`config.mk`:
```
export PLATFORM = sky130hd
export DESIGN_NAME = alu_result_serializer_flat
export DESIGN_NICKNAME = d
export VERILOG_FILES = /design/src/rtl/alu_ser_pkg.sv /design/src/rtl/alu_result_serializer_if.sv /design/src/rtl/alu_ser_bit_timer.sv /design/src/rtl/alu_result_serializer.sv /design/src/flat_wrapper.sv
export SDC_FILE = /design/constraint.sdc
export NUM_CORES = 1
export LEC_CHECK = 0
export CORE_UTILIZATION = 50
export CTS_CLUSTER_DIAMETER = 100
export DETAILED_ROUTE_END_ITERATION = 16
export GPL_TIMING_DRIVEN = 0
export PLACE_DENSITY = 0.79
export SLEW_MARGIN = 10
export SYNTH_ARGS = -nofsm -noshare
export SYNTH_HDL_FRONTEND = slang
export SYNTH_SLANG_ARGS = --single-unit
export TNS_END_PERCENT = 10
```
`constraint.sdc`:
```
create_clock -name clk -period 3.6 [get_ports clk]
set_clock_uncertainty 0.1 [all_clocks]
set_input_delay 0.72 -clock clk [delete_from_list [all_inputs] [get_ports clk]]
set_output_delay 0.72 -clock clk [all_outputs]
set_load 0.03 [all_outputs]
```
`src/rtl/alu_ser_pkg.sv`:
```
// alu_ser_pkg
// Shared types and constants for the ALU result serializer.
//   - state_t       : frame FSM states (IDLE, SEND, DONE)
//   - DATA_W_DEF    : default result width
//   - FLAG_W_DEF    : default flag width
//   - MAX_BITS_DEF  : longest possible frame (data + flags + parity slot)
//   - BCNT_W_DEF    : bit counter width for the default widths
//   - CYC_W         : cycle counter width, wide enough for BIT_CYCLES up to 255
package alu_ser_pkg;

    localparam int DATA_W_DEF   = 8;
    localparam int FLAG_W_DEF   = 4;
    localparam int MAX_BITS_DEF = DATA_W_DEF + FLAG_W_DEF + 1;
    localparam int BCNT_W_DEF   = $clog2(DATA_W_DEF + FLAG_W_DEF + 2);
    localparam int CYC_W        = 8;

    typedef enum logic [1:0] {
        IDLE = 2'd0,
        SEND = 2'd1,
        DONE = 2'd2
    } state_t;

endpackage

```
`src/rtl/alu_result_serializer_if.sv`:
```
// alu_result_serializer_if
// Bundles the request and serial-output signals of the serializer.
//   master : drives start/with_flags/result_in/flags_in, observes the outputs
//   slave  : the serializer itself
// Signals:
//   start, with_flags, result_in[DATA_W], flags_in[FLAG_W]  (master -> slave)
//   ser_out, bit_tick, frame, busy, done                    (slave -> master)
interface alu_result_serializer_if
    import alu_ser_pkg::*;
#(
    parameter int DATA_W = DATA_W_DEF,
    parameter int FLAG_W = FLAG_W_DEF
);
    logic              start;
    logic              with_flags;
    logic [DATA_W-1:0] result_in;
    logic [FLAG_W-1:0] flags_in;
    logic              ser_out;
    logic              bit_tick;
    logic              frame;
    logic              busy;
    logic              done;

    modport master (
        output start, with_flags, result_in, flags_in,
        input  ser_out, bit_tick, frame, busy, done
    );

    modport slave (
        input  start, with_flags, result_in, flags_in,
        output ser_out, bit_tick, frame, busy, done
    );
endinterface

```
`src/rtl/alu_ser_bit_timer.sv`:
```
// alu_ser_bit_timer
// Divides the clock into bit periods of BIT_CYCLES cycles while run is high.
// Ports:
//   clk      : clock
//   reset    : synchronous active-high reset
//   run      : counting enable; counter is held at 0 while low
//   bit_tick : high in the last cycle of each bit period
module alu_ser_bit_timer
    import alu_ser_pkg::*;
#(
    parameter int BIT_CYCLES = 4
) (
    input  logic clk,
    input  logic reset,
    input  logic run,
    output logic bit_tick
);
    localparam logic [CYC_W-1:0] LAST_CYC = CYC_W'(BIT_CYCLES - 1);

    logic [CYC_W-1:0] cyc_reg;

    // Combinational so the strobe lines up with the cycle the counter reaches LAST_CYC;
    // with BIT_CYCLES=1 this is simply run.
    assign bit_tick = run && (cyc_reg == LAST_CYC);

    always_ff @(posedge clk) begin
        if (reset) begin
            cyc_reg <= '0;
        end else if (!run || bit_tick) begin
            cyc_reg <= '0;
        end else begin
            cyc_reg <= cyc_reg + 1'b1;
        end
    end
endmodule

```
`src/rtl/alu_result_serializer.sv`:
```
// alu_result_serializer
// Bit-serial transmitter for ALU results. On an accepted start the result (and
// optionally the flags) is captured and shifted out, each bit held for
// BIT_CYCLES cycles, with a bit_tick strobe in the last cycle of every period.
// Optional build macro ALU_SER_PARITY_EN appends an even-parity bit.
// Ports:
//   clk   : clock
//   reset : synchronous active-high reset (aborts any frame, no done pulse)
//   bus   : alu_result_serializer_if.slave (start, with_flags, result_in,
//           flags_in in; ser_out, bit_tick, frame, busy, done out)
module alu_result_serializer
    import alu_ser_pkg::*;
#(
    parameter int DATA_W     = DATA_W_DEF,
    parameter int FLAG_W     = FLAG_W_DEF,
    parameter int BIT_CYCLES = 4,
    parameter int LSB_FIRST  = 1
) (
    input  logic                    clk,
    input  logic                    reset,
    alu_result_serializer_if.slave  bus
);
    localparam int MB = DATA_W + FLAG_W + 1;
    localparam int BW = $clog2(DATA_W + FLAG_W + 2);
`ifdef ALU_SER_PARITY_EN
    localparam int EXTRA = 1;
`else
    localparam int EXTRA = 0;
`endif
    localparam logic [BW-1:0] N_DATA  = BW'(DATA_W + EXTRA);
    localparam logic [BW-1:0] N_FLAGS = BW'(DATA_W + FLAG_W + EXTRA);

    state_t          state_reg, state_next;
    logic [MB-1:0]   sreg_reg;
    logic [MB-1:0]   load_val;
    logic [BW-1:0]   bit_cnt_reg;
    logic [BW-1:0]   nbits_reg;
    logic            tick;
    logic            cur_bit;
    logic            last_bit;
    logic            ser_out_next, frame_next, busy_next, done_next;
`ifdef ALU_SER_PARITY_EN
    logic            par;
`endif

    alu_ser_bit_timer #(
        .BIT_CYCLES (BIT_CYCLES)
    ) u_timer (
        .clk      (clk),
        .reset    (reset),
        .run      (state_reg == SEND),
        .bit_tick (tick)
    );

    // Pack the payload so the first bit to send sits at the shift-out end:
    // bit 0 for LSB-first (shift right), bit MB-1 for MSB-first (shift left).
    always_comb begin
        load_val = '0;
`ifdef ALU_SER_PARITY_EN
        par = (^bus.result_in) ^ (bus.with_flags & (^bus.flags_in));
`endif
        if (LSB_FIRST != 0) begin
            load_val[DATA_W-1:0] = bus.result_in;
            if (bus.with_flags) begin
                load_val[DATA_W +: FLAG_W] = bus.flags_in;
`ifdef ALU_SER_PARITY_EN
                load_val[DATA_W + FLAG_W] = par;
`endif
            end else begin
`ifdef ALU_SER_PARITY_EN
                load_val[DATA_W] = par;
`endif
            end
        end else begin
            load_val[MB-1 -: DATA_W] = bus.result_in;
            if (bus.with_flags) begin
                load_val[MB-1-DATA_W -: FLAG_W] = bus.flags_in;
`ifdef ALU_SER_PARITY_EN
                load_val[0] = par;
`endif
            end else begin
`ifdef ALU_SER_PARITY_EN
                load_val[MB-1-DATA_W] = par;
`endif
            end
        end
    end

    assign cur_bit  = (LSB_FIRST != 0) ? sreg_reg[0] : sreg_reg[MB-1];
    assign last_bit = (bit_cnt_reg == (nbits_reg - 1'b1));

    always_ff @(posedge clk) begin
        if (reset) begin
            state_reg <= IDLE;
        end else begin
            state_reg <= state_next;
        end
    end

    always_comb begin
        state_next   = state_reg;
        ser_out_next = 1'b0;
        frame_next   = 1'b0;
        busy_next    = 1'b0;
        done_next    = 1'b0;
        case (state_reg)
            IDLE: begin
                if (bus.start) begin
                    state_next = SEND;
                end
            end
            SEND: begin
                frame_next   = 1'b1;
                busy_next    = 1'b1;
                ser_out_next = cur_bit;
                if (tick && last_bit) begin
                    state_next = DONE;
                end
            end
            DONE: begin
                busy_next  = 1'b1;
                done_next  = 1'b1;
                state_next = IDLE;
            end
            default: begin
                state_next = IDLE;
            end
        endcase
    end

    // Shift register and bit counter; start is only looked at in IDLE, so
    // requests during SEND/DONE are dropped rather than queued.
    always_ff @(posedge clk) begin
        if (reset) begin
            sreg_reg    <= '0;
            bit_cnt_reg <= '0;
            nbits_reg   <= '0;
        end else begin
            case (state_reg)
                IDLE: begin
                    if (bus.start) begin
                        sreg_reg    <= load_val;
                        bit_cnt_reg <= '0;
                        nbits_reg   <= bus.with_flags ? N_FLAGS : N_DATA;
                    end
                end
                SEND: begin
                    if (tick) begin
                        sreg_reg    <= (LSB_FIRST != 0) ? (sreg_reg >> 1) : (sreg_reg << 1);
                        bit_cnt_reg <= bit_cnt_reg + 1'b1;
                    end
                end
                default: begin
                    bit_cnt_reg <= '0;
                end
            endcase
        end
    end

    assign bus.ser_out  = ser_out_next;
    assign bus.bit_tick = tick;
    assign bus.frame    = frame_next;
    assign bus.busy     = busy_next;
    assign bus.done     = done_next;
endmodule

```
`src/flat_wrapper.sv`:
```
// flat-port wrapper written by rule: the top's interface ports become plain ports
module alu_result_serializer_flat import alu_ser_pkg::*;
#(
    parameter int DATA_W     = DATA_W_DEF,
    parameter int FLAG_W     = FLAG_W_DEF,
    parameter int BIT_CYCLES = 4,
    parameter int LSB_FIRST  = 1
)
  (clk, reset, bus_start, bus_with_flags, bus_result_in, bus_flags_in, bus_ser_out, bus_bit_tick, bus_frame, bus_busy, bus_done);
  alu_result_serializer_if #(.DATA_W(DATA_W), .FLAG_W(FLAG_W)) bus_i ();
  input  logic clk;
  input  logic reset;
  input wire logic [$bits(bus_i.start)-1:0] bus_start;
  input wire logic [$bits(bus_i.with_flags)-1:0] bus_with_flags;
  input wire logic [$bits(bus_i.result_in)-1:0] bus_result_in;
  input wire logic [$bits(bus_i.flags_in)-1:0] bus_flags_in;
  output wire logic [$bits(bus_i.ser_out)-1:0] bus_ser_out;
  output wire logic [$bits(bus_i.bit_tick)-1:0] bus_bit_tick;
  output wire logic [$bits(bus_i.frame)-1:0] bus_frame;
  output wire logic [$bits(bus_i.busy)-1:0] bus_busy;
  output wire logic [$bits(bus_i.done)-1:0] bus_done;
  assign bus_i.start = bus_start;
  assign bus_i.with_flags = bus_with_flags;
  assign bus_i.result_in = bus_result_in;
  assign bus_i.flags_in = bus_flags_in;
  assign bus_ser_out = bus_i.ser_out;
  assign bus_bit_tick = bus_i.bit_tick;
  assign bus_frame = bus_i.frame;
  assign bus_busy = bus_i.busy;
  assign bus_done = bus_i.done;
  alu_result_serializer #(.DATA_W(DATA_W), .FLAG_W(FLAG_W), .BIT_CYCLES(BIT_CYCLES), .LSB_FIRST(LSB_FIRST)) u_core (.clk(clk), .reset(reset), .bus(bus_i));
endmodule
```
Figure 1. Supply network (run 1).
Bar = 20 µm. Pins as bars on the die edge. Tap cells in gray.
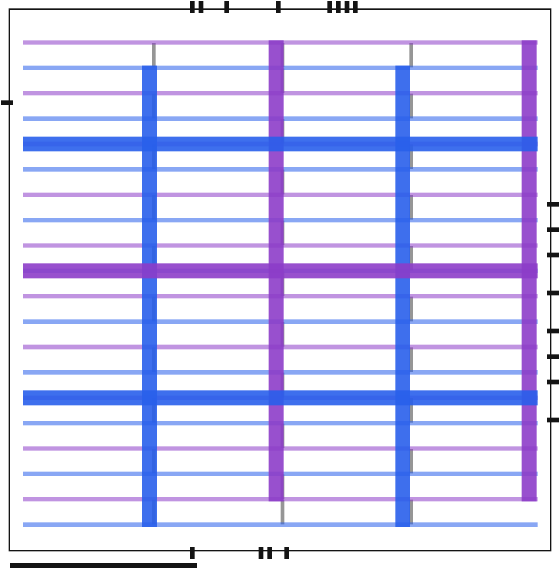
VDD -> purple
VSS -> blue
signal pins = 21
met5 straps = 3
area of the core: 0.00285 mm²
die height: 57.9 µm
die outline width: 57.9 µm

Figure 2. Cells colored by class (run 1).
Bar = 20 µm.
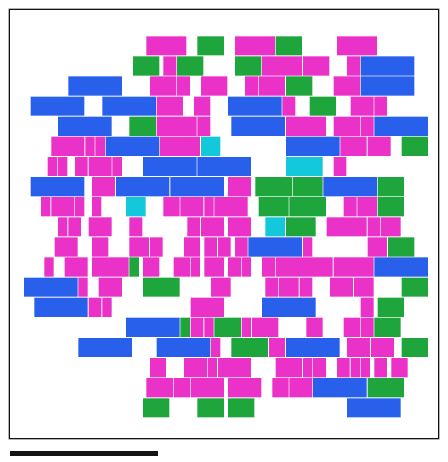
clock drivers and dummy loads -> cyan  # cells 4, share of their area 2.0%
remaining buffers and delay cells -> green  # cells 30, share of their area 17%
registers -> blue  # cells 28, share of their area 31%
remaining logic cells -> magenta  # cells 120, share of their area 50%
post-route cell area: 0.00184 mm²
fraction of area in registers: 30.5%
# rows: 19

==> flow_metrics.tcl, run 1 <==
# implementation run metrics
set metrics [dict create \
    status "complete, but fails checks" \
    violations "design-rule violations" \
    fa_ha_area_share_pct 4.81 \
    final_core_util_pct 64.4 \
    grt_pass1_vias 1199 \
    io_pins 21 \
    slew_violations 0 \
    dp_hpwl_um 2360 \
    dieArea_mm2 0.00335 \
    top_area_cell "dfxtp_1" \
    antenna_left 0 \
    remaining_drc_errors 1 \
    max_slew_margin_pct 59.5 \
    hold_buffers 0 \
    hold_viol_final 0 \
    netlist_area_mm2 0.00156 \
    synth_flop_count 28 \
    end_kind "primary output" \
    hp-class "reg2reg" \
    yosysChipArea_mm2 0.00156 \
    overflow 0 \
    power_per_cell_area_mw_per_mm2 563 \
    synth_cells 158 \
    ys_top_logic_family "AND-OR/OR-AND gates" \
    max_freq_ghz 0.309 \
    ctsResizeCount 0 \
    cp_max_fo 4 \
    antenna_found_initial 0 \
    top_cells_by_count "28 x dfxtp_1, 17 x a21oi_1, 13 x nor2_1" \
    synth_async_sr_flop_share_pct 0 \
    worstSetupPathType "reg2out" \
    finalClockPeriodUsage_pct 90.0 \
    cp.arrival_ns 2.42 \
    aoi_share_pct 21.6 \
    largest_reg_flops 12 \
    synth.cellmix.simpleShare_pct 18.4 \
    yosysWarnings 0 \
    rsz0062_at_grt "no" \
    yosysMostFrequentCell "dfxtp_1" \
    port_buffers 20 \
    dr.first_iter.drc_count 99 \
    dr.pass1.iters 10 \
    ff2ff_setup_slack_ns 1.42 \
    grt.met1_usage_pct 26.9 \
    fillers 229 \
    pre_cts_ws_ns 0.742 \
    synth-xor-area-share_pct 3.93 \
    cts_root_buffer "clkbuf_4" \
    setup_viol 0 \
    tightest_slew_ns 0.608 \
    gr-usage-met2_pct 36.3 \
    cts_made_buffers 3 \
    p_leak_nw 0.645 \
    rr_worst_depth 6 \
    htree_num_levels 1 \
    max-cap-violations 0 \
    clk_latency_ns 0.33 \
    timing.rr.end "u_core.sreg_reg[9]$_SDFFE_PP0P_" \
    nets 205 \
    min-delay-start "u_core.u_timer.cyc_reg[0]$_SDFF_PP0_" \
    cts_buffer_depth 2 \
    cts_num_sinks 28 \
    warning_count 29 \
    cts_tree "yes" \
    gr-max-usage-layer "met2" \
    hold_depth 1 \
]
Figure 3. Clock distribution (run 1).
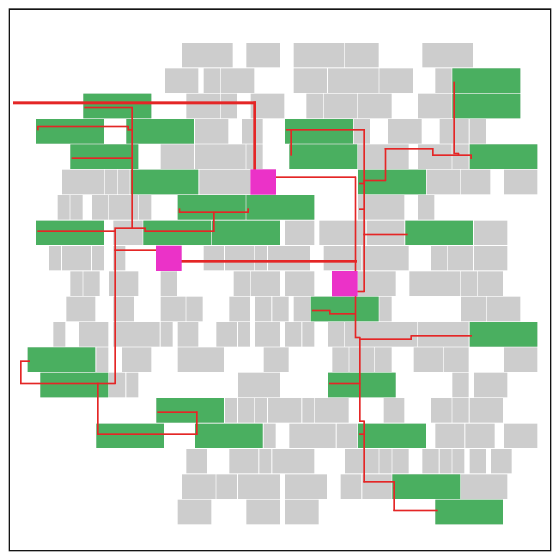
clock wires -> red  # length 314 µm
clock-net drivers -> magenta  # count 3
flip-flops -> green  # count 28
routed clock nets = 4

Figure 4. Metal layers overlaid (run 1).
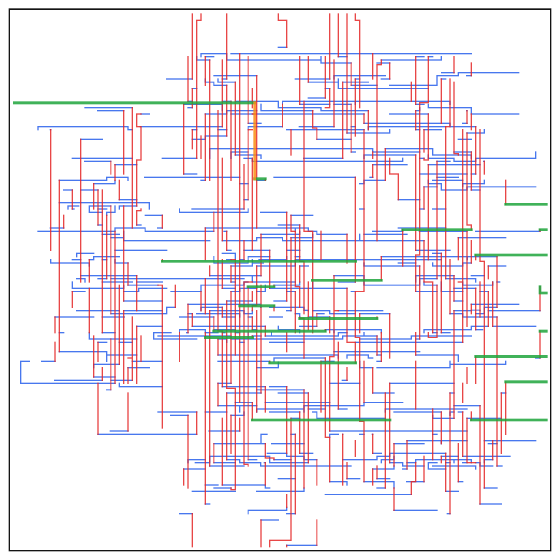
M4 -> orange  # wire length 8.20 µm
M1 -> blue  # wire length 1540 µm
M2 -> red  # wire length 1580 µm
M3 -> green  # wire length 153 µm
total number of vias: 1242
WL per Instance: 15.4 µm
Total GRT Usage: 20.6%

## run 1: through the flow
stage / std cells / power (mW) / area (µm²) / hold WS [ns]
after floorplan: 158 / 0.774 / 1560 / 0.318
after global placement: 209 / 0.866 / 1800 / 0.331
after detailed placement: 209 / 0.884 / 1800 / 0.337
after CTS: 213 / 1.04 / 1840 / 0.364
after global routing: 213 / 1.10 / 1840 / 0.381
final: 213 / 1.03 / 1840 / 0.361
## run 1: power breakdown
| group | leakage (nW) | switching [mW] | internal [mW] | total, mW |
|---|---|---|---|---|
| sequential | 0.229 | 0.0300 | 0.365 | 0.395 |
| clock | 0.0210 | 0.0916 | 0.0620 | 0.154 |
| combinational | 0.395 | 0.264 | 0.222 | 0.486 |
| total | 0.645 | 0.385 | 0.650 | 1.03 |
## run 1: critical path, cell delays in order (launching register included)
cell and delay (ns):
dfxtp_1 0.38, ha_1 0.22, or4b_4 0.53, nor3_1 0.25, clkdlybuf4s50_1 0.71
## run 1: layout by cell type (no fill, tap or decap), drive strengths merged, types with 4 or more instances in the layout
cell,Yosys,routed
a311oi,11,11
mux2i,11,11
clkbuf,6,10
a21oi,17,17
nand3,5,5
xnor2,5,5
inv,5,5
nand2,5,5
nand2b,6,6
nor2,13,13
buf,4,4
nor3,5,5
dfxtp,28,28
ha,6,6
clkdlybuf4s50,0,20
## run 1: cells by family (layout without fill, tap and decap cells)
group           count (synthesis)  after routing
compound gates                 40             40
xor+xnor                        7              7
flops                          28             28
mux                            11             11
simple gates                   51             51
buf+inv                        15             39
fa+ha+maj                       6              6
## run 1: layout make-up
type	count	area [µm²]	area share (%)
clock buffers	4	36.3	1.98
flip-flops and latches	28	561	30.5
inverters	5	18.8	1.02
multi-input cells	115	872	47.5
repair buffers	20	200	10.9
plain buffers	10	110	5.99
well taps	31	38.8	2.11
## run 1: metal layers
metal	vias up	routed length, µm
met3	2	152
met5	-	0
met1	589	1540
met2	29	1580
li1	622	-
met4	0	8
## run 1: worst max-delay path by stage
stage	slack, ns	endpoint	startpoint	cells past startpoint
floorplan	0.97	bus_bit_tick	u_core.state_reg[1]$_SDFFE_PP0P_	5
finish	0.36	bus_bit_tick	u_core.u_timer.cyc_reg[0]$_SDFF_PP0_	4
CTS	0.36	bus_bit_tick	u_core.u_timer.cyc_reg[0]$_SDFF_PP0_	4
global placement	0.75	bus_bit_tick	u_core.u_timer.cyc_reg[0]$_SDFF_PP0_	4
global route	0.22	bus_bit_tick	u_core.u_timer.cyc_reg[0]$_SDFF_PP0_	4
detailed placement	0.74	bus_bit_tick	u_core.u_timer.cyc_reg[0]$_SDFF_PP0_	4
==> run 2: changes to the inputs <==
Settings changed: ABC_AREA from default to 0.
Figure 5. Supply network (run 2).
Bar = 20 µm. Pins as bars on the die edge. Tap cells in gray.
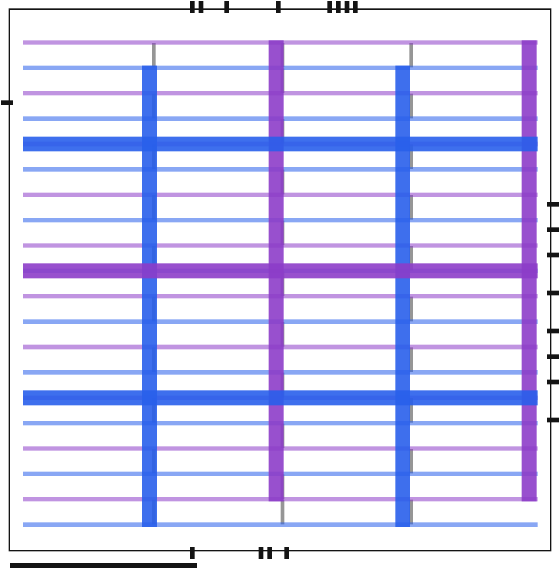
VSS -> blue
VDD -> purple
met4 straps = 4
met5 straps = 3
Peak supply drop: 0.000305 V

Figure 6. Cells colored by class (run 2).
Bar = 20 µm.
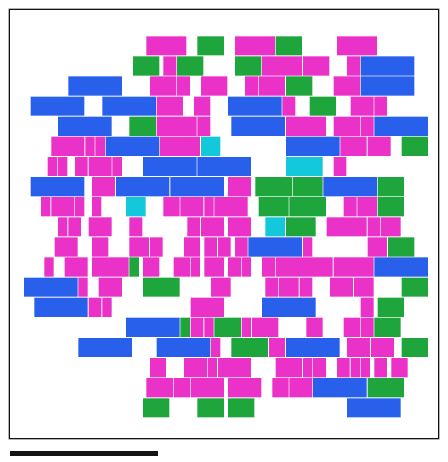
remaining buffers and delay cells -> green  # cells 30, share of their area 17%
remaining logic cells -> magenta  # cells 120, share of their area 50%
registers -> blue  # cells 28, share of their area 31%
clock drivers and dummy loads -> cyan  # cells 4, share of their area 2.0%
Core Util, Final: 64.4%

==> flow_metrics.tcl, run 2 <==
# implementation run metrics
set metrics [dict create \
    synthMuxAreaShare_pct 7.05 \
    ctsResizeCount 0 \
    wire_per_inst_um 15.4 \
    vias 1242 \
    clk_pin_slew_worst_paths_ns 0.14 \
    cts_tree "yes" \
    rr_worst_depth 6 \
    synth.cellmix.simpleShare_pct 18.4 \
    cp.depth 4 \
    max-cap-violations 0 \
    synth_cell_types 37 \
    power_per_cell_area_mw_per_mm2 563 \
    max_stage_delay_ns 0.71 \
    worstSetupStartpointType "flip-flop" \
    ys.flop_type "dfxtp_1" \
    hold_depth 1 \
    hp-class "reg2reg" \
    cts_made_buffers 3 \
    aoi_share_pct 21.6 \
    yosysWarnings 0 \
    tns_ns 0 \
    gp_congestion 0.891 \
    max_slew_margin_pct 59.5 \
    finalClockPeriodUsage_pct 90.0 \
    top_area_cell "dfxtp_1" \
    pre_cts_ws_ns 0.742 \
    antenna_found_initial 0 \
    mostFrequentLayoutCell "dfxtp_1" \
    grt_pass1_vias 1199 \
    fp-utilization_pct 54.7 \
    tightest_slew_ns 0.608 \
    hold_buffers 0 \
    power_mw 1.03 \
    end_kind "primary output" \
    ys_seq_share_pct 35.9 \
    synth_cells 158 \
    synth_stat.cells 158 \
    grt_pass1_wl_um 5450 \
    area_growth_pct 17.6 \
    topCellsByArea "dfxtp_1 36%, a311oi_2 8.7%, mux2i_1 7.1%" \
    cp.arrival_ns 2.42 \
    status "complete, but fails checks" \
    dr.pass1.iters 10 \
    postPlaceCellArea_mm2 0.00180 \
    ys_top_logic_family "AND-OR/OR-AND gates" \
    cp.required_ns 2.78 \
    fa_ha_area_share_pct 4.81 \
    overflow 0 \
    cts_root_buffer "clkbuf_4" \
    antenna_cells 0 \
    synth-xor-area-share_pct 3.93 \
    cts_buffer_depth 2 \
    netlist_area_mm2 0.00156 \
    grt_max_degree 16 \
    slew_violations 0 \
    nets 205 \
    drive_gt1_share_pct 14.8 \
    final_area_mm2 0.00184 \
    htree_num_levels 1 \
    max_freq_ghz 0.309 \
    top_cells_by_count "28 x dfxtp_1, 17 x a21oi_1, 13 x nor2_1" \
    crit_chain "ha_1 -> or4b_4 -> nor3_1 -> clkdlybuf4s50_1" \
    yosysMostFrequentCell "dfxtp_1" \
    seq_area_um2 561 \
    violations "design-rule violations" \
    final_layout_top_logic_cells "28 x dfxtp_1, 20 x clkdlybuf4s50_1, 17 x a21oi_1" \
    io_pins 21 \
    synth.avg_cell_area_um2 9.88 \
    cp_slowest_cell "clkdlybuf4s50_1" \
    dp_hpwl_um 2360 \
    fillers 229 \
    critPathBufInv 1 \
    track_usage_pct 20.6 \
    dieArea_mm2 0.00335 \
    clk_latency_ns 0.33 \
    critPathTopFamily "simple AND/OR/NAND/NOR gates" \
    port_buffers 20 \
    core-area_mm2 0.00285 \
    fin_ws_ns 0.360 \
    ff2ff_setup_slack_ns 1.42 \
    antenna_left 0 \
    worstSetupPathType "reg2out" \
    die_w_um 57.9 \
    vias_per_cell 5.83 \
    holdWs_ns 0.361 \
    remaining_drc_errors 1 \
    p_leak_nw 0.645 \
    syn_nets 180 \
    synth_async_sr_flop_share_pct 0 \
    synth-edff-count 0 \
    combGateArea_um2 872 \
    die_y_um 57.9 \
    cts_num_sinks 28 \
    warning_count 29 \
    synth_flop_count 28 \
    largest_reg_flops 12 \
    setup_viol 0 \
    dr.first_iter.drc_count 99 \
    top_area_share_pct 35.9 \
    post_cts_buffers 0 \
    min_period_ns 3.24 \
    rows 19 \
    hold_viol_final 0 \
    yosysChipArea_mm2 0.00156 \
    wl_um 3280 \
    cp_max_fo 4 \
    rsz0062_at_grt "no" \
]
Figure 7. Metal layers overlaid (run 2).
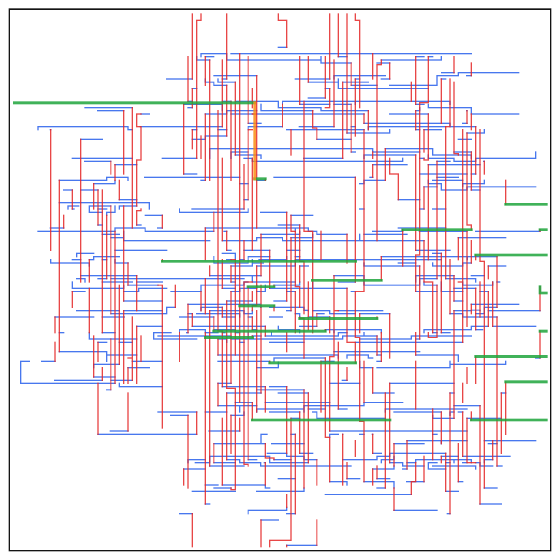
M1 -> blue  # wire length 1540 µm
M3 -> green  # wire length 153 µm
M4 -> orange  # wire length 8.20 µm
M2 -> red  # wire length 1580 µm

-- run 2: cell counts after synthesis --
Identical to the previous run, type by type.
-- run 2: final cells by class --
class / count / share of cell area [%]
clock buffer: 4 / 1.98
tap: 31 / 2.11
inverter: 5 / 1.02
buffer: 10 / 5.99
timing repair buffer: 20 / 10.9
sequential: 28 / 30.5
multi-input combinational: 115 / 47.5
-- run 2: through the flow --
stage / util, % / instances
3_5_place_dp: 63.1 / 209
2_1_floorplan: - / 158
4_1_cts: 64.4 / 213
3_3_place_gp: 63.1 / 209
6_report: 64.4 / 213
5_1_grt: 64.4 / 213
-- run 2: path summary, 6_finish.rpt --
path	from	endpoint
max	u_core.u_timer.cyc_reg[0]$_SDFF_PP0_	bus_bit_tick
min	u_core.u_timer.cyc_reg[0]$_SDFF_PP0_	u_core.u_timer.cyc_reg[0]$_SDFF_PP0_
max reg2reg	u_core.u_timer.cyc_reg[0]$_SDFF_PP0_	u_core.sreg_reg[9]$_SDFFE_PP0P_
min reg2reg	u_core.u_timer.cyc_reg[0]$_SDFF_PP0_	u_core.u_timer.cyc_reg[0]$_SDFF_PP0_
-- run 2: per-layer routing --
metal  track usage, %  vias to the layer above  part of all wire, %
li1                 -                      622                    -
met1             26.9                      589                   47
met2             36.3                       29                   48
met3             4.24                        2                  4.6
met4             2.04                        0                 0.24
met5                0                        -                    0
-- run 2: cell families (layout without fill, tap and decap cells) --
family / Yosys count / count (layout)
flip-flops: 28 / 28
AND/OR/NAND/NOR: 51 / 51
buffers and inverters: 15 / 39
adder cells (fa/ha/maj): 6 / 6
multiplexers: 11 / 11
AND-OR/OR-AND: 40 / 40
XOR/XNOR: 7 / 7
-- run 2: power breakdown --
part	total [mW]	switching [mW]	internal, mW
sequential	0.395	0.0300	0.365
combinational	0.486	0.264	0.222
clock	0.154	0.0916	0.0620
total	1.03	0.385	0.650
Power figures rest on the tool's default switching activity, not on a simulated workload.
